===== src/rtl/alarma_multizona.sv =====
// Multi-zone intrusion/fire alarm controller: masked zones, timed exit/entry
// delays, wrong-password attempt limit and a latched record of triggering zones.
module alarma_multizona #(
  parameter int N_ZONAS      = 4,
  parameter int T_SALIDA     = 8,
  parameter int T_ENTRADA    = 16,
  parameter int MAX_INTENTOS = 2
) (
  input  logic               clk,
  input  logic               rst,
  input  logic               humo,
  input  logic               armar,
  input  logic               pw_ok,
  input  logic               pw_err,
  input  logic [N_ZONAS-1:0] zona_mask,
  input  logic [N_ZONAS-1:0] sens_int,
  input  logic [N_ZONAS-1:0] sens_puerta,
  output logic               alarma_incendio,
  output logic               luces,
  output logic               alarma_robo,
  output logic               armado,
  output logic [N_ZONAS-1:0] zona_disparo,
  output logic [2:0]         estado
);

  // state     | meaning
  // DESARMADO | idle, waiting for armar
  // SALIDA    | exit delay running, pw_ok cancels
  // ARMADO    | armed, watching masked sensors
  // ENTRADA   | entry delay running, password expected
  // ROBO      | burglary alarm, pw_ok clears
  // INCENDIO  | fire alarm, pw_ok with no smoke clears
  typedef enum logic [2:0] {
    S_DESARMADO = 3'b000,
    S_SALIDA    = 3'b101,
    S_ARMADO    = 3'b111,
    S_ENTRADA   = 3'b011,
    S_ROBO      = 3'b010,
    S_INCENDIO  = 3'b001
  } estado_t;

  localparam int TMAX = (T_SALIDA > T_ENTRADA) ? T_SALIDA : T_ENTRADA;
  localparam int CW   = $clog2(TMAX + 1);
  localparam int IW   = $clog2(MAX_INTENTOS + 1);

  estado_t              state_q, state_d;
  logic [CW-1:0]        cnt_q, cnt_d;
  logic [IW-1:0]        intentos_q, intentos_d;
  logic [N_ZONAS-1:0]   zona_q, zona_d;
  logic                 incendio_q, luces_q, robo_q, armado_q;

  logic [N_ZONAS-1:0]   int_m, pta_m;
  logic                 pw_ok_v;

  assign int_m   = sens_int & zona_mask;
  assign pta_m   = sens_puerta & zona_mask;
  // A simultaneous ok+err is treated as an error, so ok only counts alone.
  assign pw_ok_v = pw_ok & ~pw_err;

  always_comb begin
    state_d    = state_q;
    cnt_d      = cnt_q;
    intentos_d = intentos_q;
    zona_d     = zona_q;

    if (humo && state_q != S_INCENDIO) begin
      state_d = S_INCENDIO;
    end else begin
      case (state_q)
        S_DESARMADO: begin
          if (armar) begin
            state_d = S_SALIDA;
            cnt_d   = CW'(T_SALIDA - 1);
          end
        end
        S_SALIDA: begin
          if (pw_ok_v)            state_d = S_DESARMADO;
          else if (cnt_q == '0)   state_d = S_ARMADO;
          else                    cnt_d   = cnt_q - 1'b1;
        end
        S_ARMADO: begin
          if (|int_m) begin
            state_d = S_ROBO;
          end else if (|pta_m) begin
            state_d    = S_ENTRADA;
            cnt_d      = CW'(T_ENTRADA - 1);
            intentos_d = '0;
          end
        end
        S_ENTRADA: begin
          if (|int_m) begin
            state_d = S_ROBO;
          end else if (pw_err) begin
            if (intentos_q == IW'(MAX_INTENTOS - 1)) state_d = S_ROBO;
            else intentos_d = intentos_q + 1'b1;
          end else if (pw_ok_v) begin
            state_d = S_DESARMADO;
          end else if (cnt_q == '0) begin
            state_d = S_ROBO;
          end else begin
            cnt_d = cnt_q - 1'b1;
          end
        end
        S_ROBO: begin
          if (pw_ok_v) state_d = S_DESARMADO;
        end
        S_INCENDIO: begin
          if (pw_ok_v && !humo) state_d = S_DESARMADO;
        end
        default: state_d = S_DESARMADO;
      endcase
    end

    // Zones accumulate only while the intrusion path is active; fire holds them.
    if (state_d == S_DESARMADO) begin
      zona_d = '0;
    end else if ((state_q == S_ARMADO || state_q == S_ENTRADA || state_q == S_ROBO) &&
                 (state_d == S_ENTRADA || state_d == S_ROBO)) begin
      zona_d = zona_q | int_m | pta_m;
    end
  end

  always_ff @(posedge clk or posedge rst) begin
    if (rst) begin
      state_q    <= S_DESARMADO;
      cnt_q      <= '0;
      intentos_q <= '0;
      zona_q     <= '0;
      incendio_q <= 1'b0;
      luces_q    <= 1'b0;
      robo_q     <= 1'b0;
      armado_q   <= 1'b0;
    end else begin
      state_q    <= state_d;
      cnt_q      <= cnt_d;
      intentos_q <= intentos_d;
      zona_q     <= zona_d;
      incendio_q <= (state_d == S_INCENDIO);
      robo_q     <= (state_d == S_ROBO);
      luces_q    <= (state_d == S_SALIDA) || (state_d == S_ENTRADA) ||
                    (state_d == S_ROBO)   || (state_d == S_INCENDIO);
      armado_q   <= (state_d == S_ARMADO) || (state_d == S_ENTRADA);
    end
  end

  assign alarma_incendio = incendio_q;
  assign luces           = luces_q;
  assign alarma_robo     = robo_q;
  assign armado          = armado_q;
  assign zona_disparo    = zona_q;
  assign estado          = state_q;

endmodule


===== config.mk =====
export PLATFORM = sky130hd
export DESIGN_NAME = alarma_multizona
export DESIGN_NICKNAME = d
export VERILOG_FILES = /design/src/rtl/alarma_multizona.sv
export SDC_FILE = /design/constraint.sdc
export NUM_CORES = 1
export LEC_CHECK = 0
export CAP_MARGIN = 20
export CORE_UTILIZATION = 35
export DETAILED_ROUTE_END_ITERATION = 8
export PLACE_DENSITY = 0.65
export SLEW_MARGIN = 10
export SYNTH_ARGS = -nofsm -noshare
export SYNTH_HDL_FRONTEND = slang
export SYNTH_SLANG_ARGS = --single-unit

===== constraint.sdc =====
create_clock -name clk -period 2.5 [get_ports clk]
set_input_delay 0.375 -clock clk [delete_from_list [all_inputs] [get_ports clk]]
set_output_delay 0.375 -clock clk [all_outputs]
set_load 0.005 [all_outputs]

### Pin map

(4 px per um) Pins as bars across the die edge, other pins in gray.
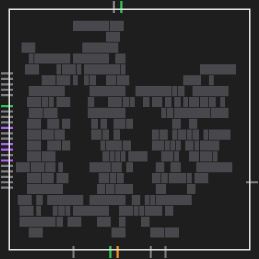
legend:
  `estado`:
    color: green
    pins: 3
    direction: output
    edge: 1 top, 1 bottom, 1 left
  `sens_puerta`:
    color: purple
    pins: 4
    direction: input
    edge: left
  `humo`:
    color: orange
    pins: 1
    direction: input
    edge: bottom
all pins by edge: 21 left, 5 bottom, 2 top, 1 right

### Track usage over the die

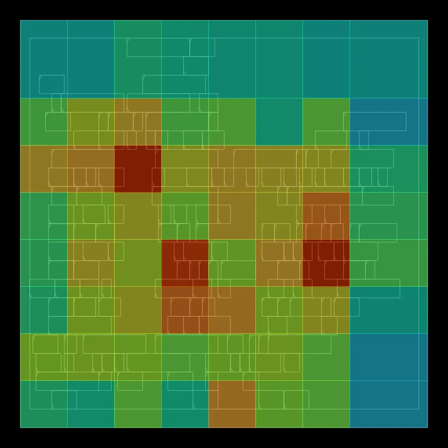
GRT Util Overall: 16.61%
met1 Resource Use GR: 19.84%
Finished Core Util: 48.67%
Most Crowded Layer GR: met2
met2 usage: 29.05%

### Register map, names as in the netlist

(4 px per um) Other sequential cells in the stronger gray, the rest of the logic in the fainter gray.
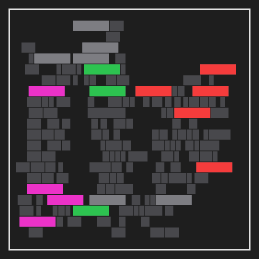
legend:
  `zona_disparo`:
    color: magenta
    flops: 4
  `cnt_q`:
    color: red
    flops: 5
  `estado`:
    color: green
    flops: 3

==> out/results.tsv <==
metric	value	unit
status	completed	
Mapped Area	0.001166	mm^2
initial antenna violation count	0	
clk cell area share	2.403	%
P_comb	163	uW
CP endpoint	luces	
max-slew violations	0	
layout cells sized above 1	9.434	%
logic area	624.3	um^2
Commonest Layout Cell	clkdlybuf4s50_1	
Slew @ Worst Pin	0.7014	ns
FP Util	37.58	%
Area leader share	38.63	%
YS warnings	0	
number of tap cells inserted	44	
Bufs on Longest Clock Path	2	
area grow syn2layout	29.51	%
Int Pwr	476.2	uW
Residual DRC	0	
Simple-Gate Area Share	22.75	%
Slew HR	53.19	%
DR iter-0 viols	45	
Post-DP HPWL	2103	um
CTS H-tree lvls	1	
Clk pwr share	27.3	%
critical path arrival	2.27	ns
design area	0.001510	mm^2
Leakage	0.6206	nW
CP top delay family	simple AND/OR/NAND/NOR gates	
XOR/XNOR Area Share	0.7511	%
setup tns final	0	ns
post-CTS setup buffer count	0	
Ant. Diodes	0	
RSZ-0062 raised after global routing	no	
chip footprint	0.003566	mm^2
FFs & Latches	18	
Yosys Instances	130	
Flops after synth	18	
Latency at later pin	0.31	ns
Hold Fails Final Rpt	0	
Adder-Cell Fraction of Synth Area	3.219	%
Tmin final	2.088	ns
via count	1082	
clkbuf count	4	
placed cell areas	0.001474	mm^2
worst setup margin	0.4124	ns
Syn Inst Count	130	
clock root buffer	clkbuf_4	
slowest stage delay, CP	0.49	ns
Non-clk bufs	29	
Worst Path Class, Setup	register to register	
most area-hungry cell type in the Yosys netlist	dfrtp_1	
GRT met3 Usage	3.896	%
Sw Ratio	30.78	%
largest net degree at the start of global routing	19	
VDD IR max	182.3	uV
WL/cell	13.69	um
Final period util	83.51	%
HP Class	input port to asynchronous set/reset pin	
fillers	307	
Post-Syn Area per Cell	8.970	um^2
Worst Path Max Fanout	5	
Largest Pwr Group	registers	
Seq/total area	29.83	%
Signal inverters	15	
WP buf/inv	1	
hold_buf cts	0	
detailed-route vias per instance	5.330	
# Max-Cap Violations	0	
Critical Path RT	2.68	ns
most frequent cells in the layout	clkdlybuf4s50_1, dfrtp_1, inv_1, a21oi_1, nor2_1	
first-pass GRT wire length	4429	um
### I/O nets highlighted

(6 px per um)
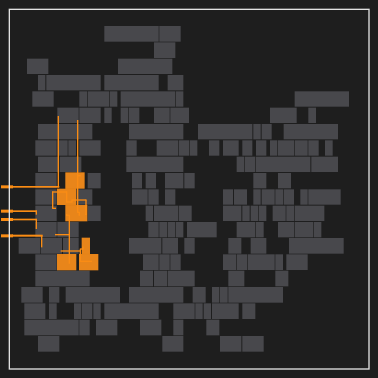
legend:
  `sens_puerta`:
    color: orange
    bits: 4
    direction: input
    edge: left
    end_cells: 6
    buffers: 4
    wire: 84.5 um

### Metal layers overlaid

(6 px per um)
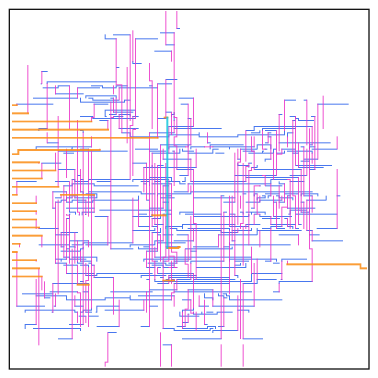
legend:
  M4:
    color: cyan
    wire_length: 21.8 um
  M2:
    color: magenta
    wire_length: 1310 um
  M3:
    color: orange
    wire_length: 160 um
  M1:
    color: blue
    wire_length: 1290 um

state kept, by name (all words and copies together) (netlist names):
signal and count:
alarma_incendio 1, alarma_robo 1, armado 1, cnt_q 5, estado 3, intentos_q 2, luces 1, zona_disparo 4
per-layer routing:
layer	vias up	share of wire (%)	wire length, um
met5	-	0	0
met4	0	0.76	21
li1	531	-	-
met3	2	5.7	159
met1	517	46	1288
met2	32	47	1309
worst register-to-register path, cell delays in order (launching register included):
cell	delay, ns
dfrtp_1	0.40
inv_1	0.12
ha_1	0.20
or4b_4	0.49
a211oi_2	0.25
o221ai_2	0.18
nor2_2	0.24
a21oi_1	0.08
synth_stat cells, drive strengths merged, types with 4 or more instances:
library cell,number
nand2,9
nor2,13
a31oi,5
o2111ai,5
o21ai,5
a21oi,12
dfrtp,18
nor3,4
buf,4
nand3,5
inv,15
No activity file was given, so power comes from the tool's default toggle rates.
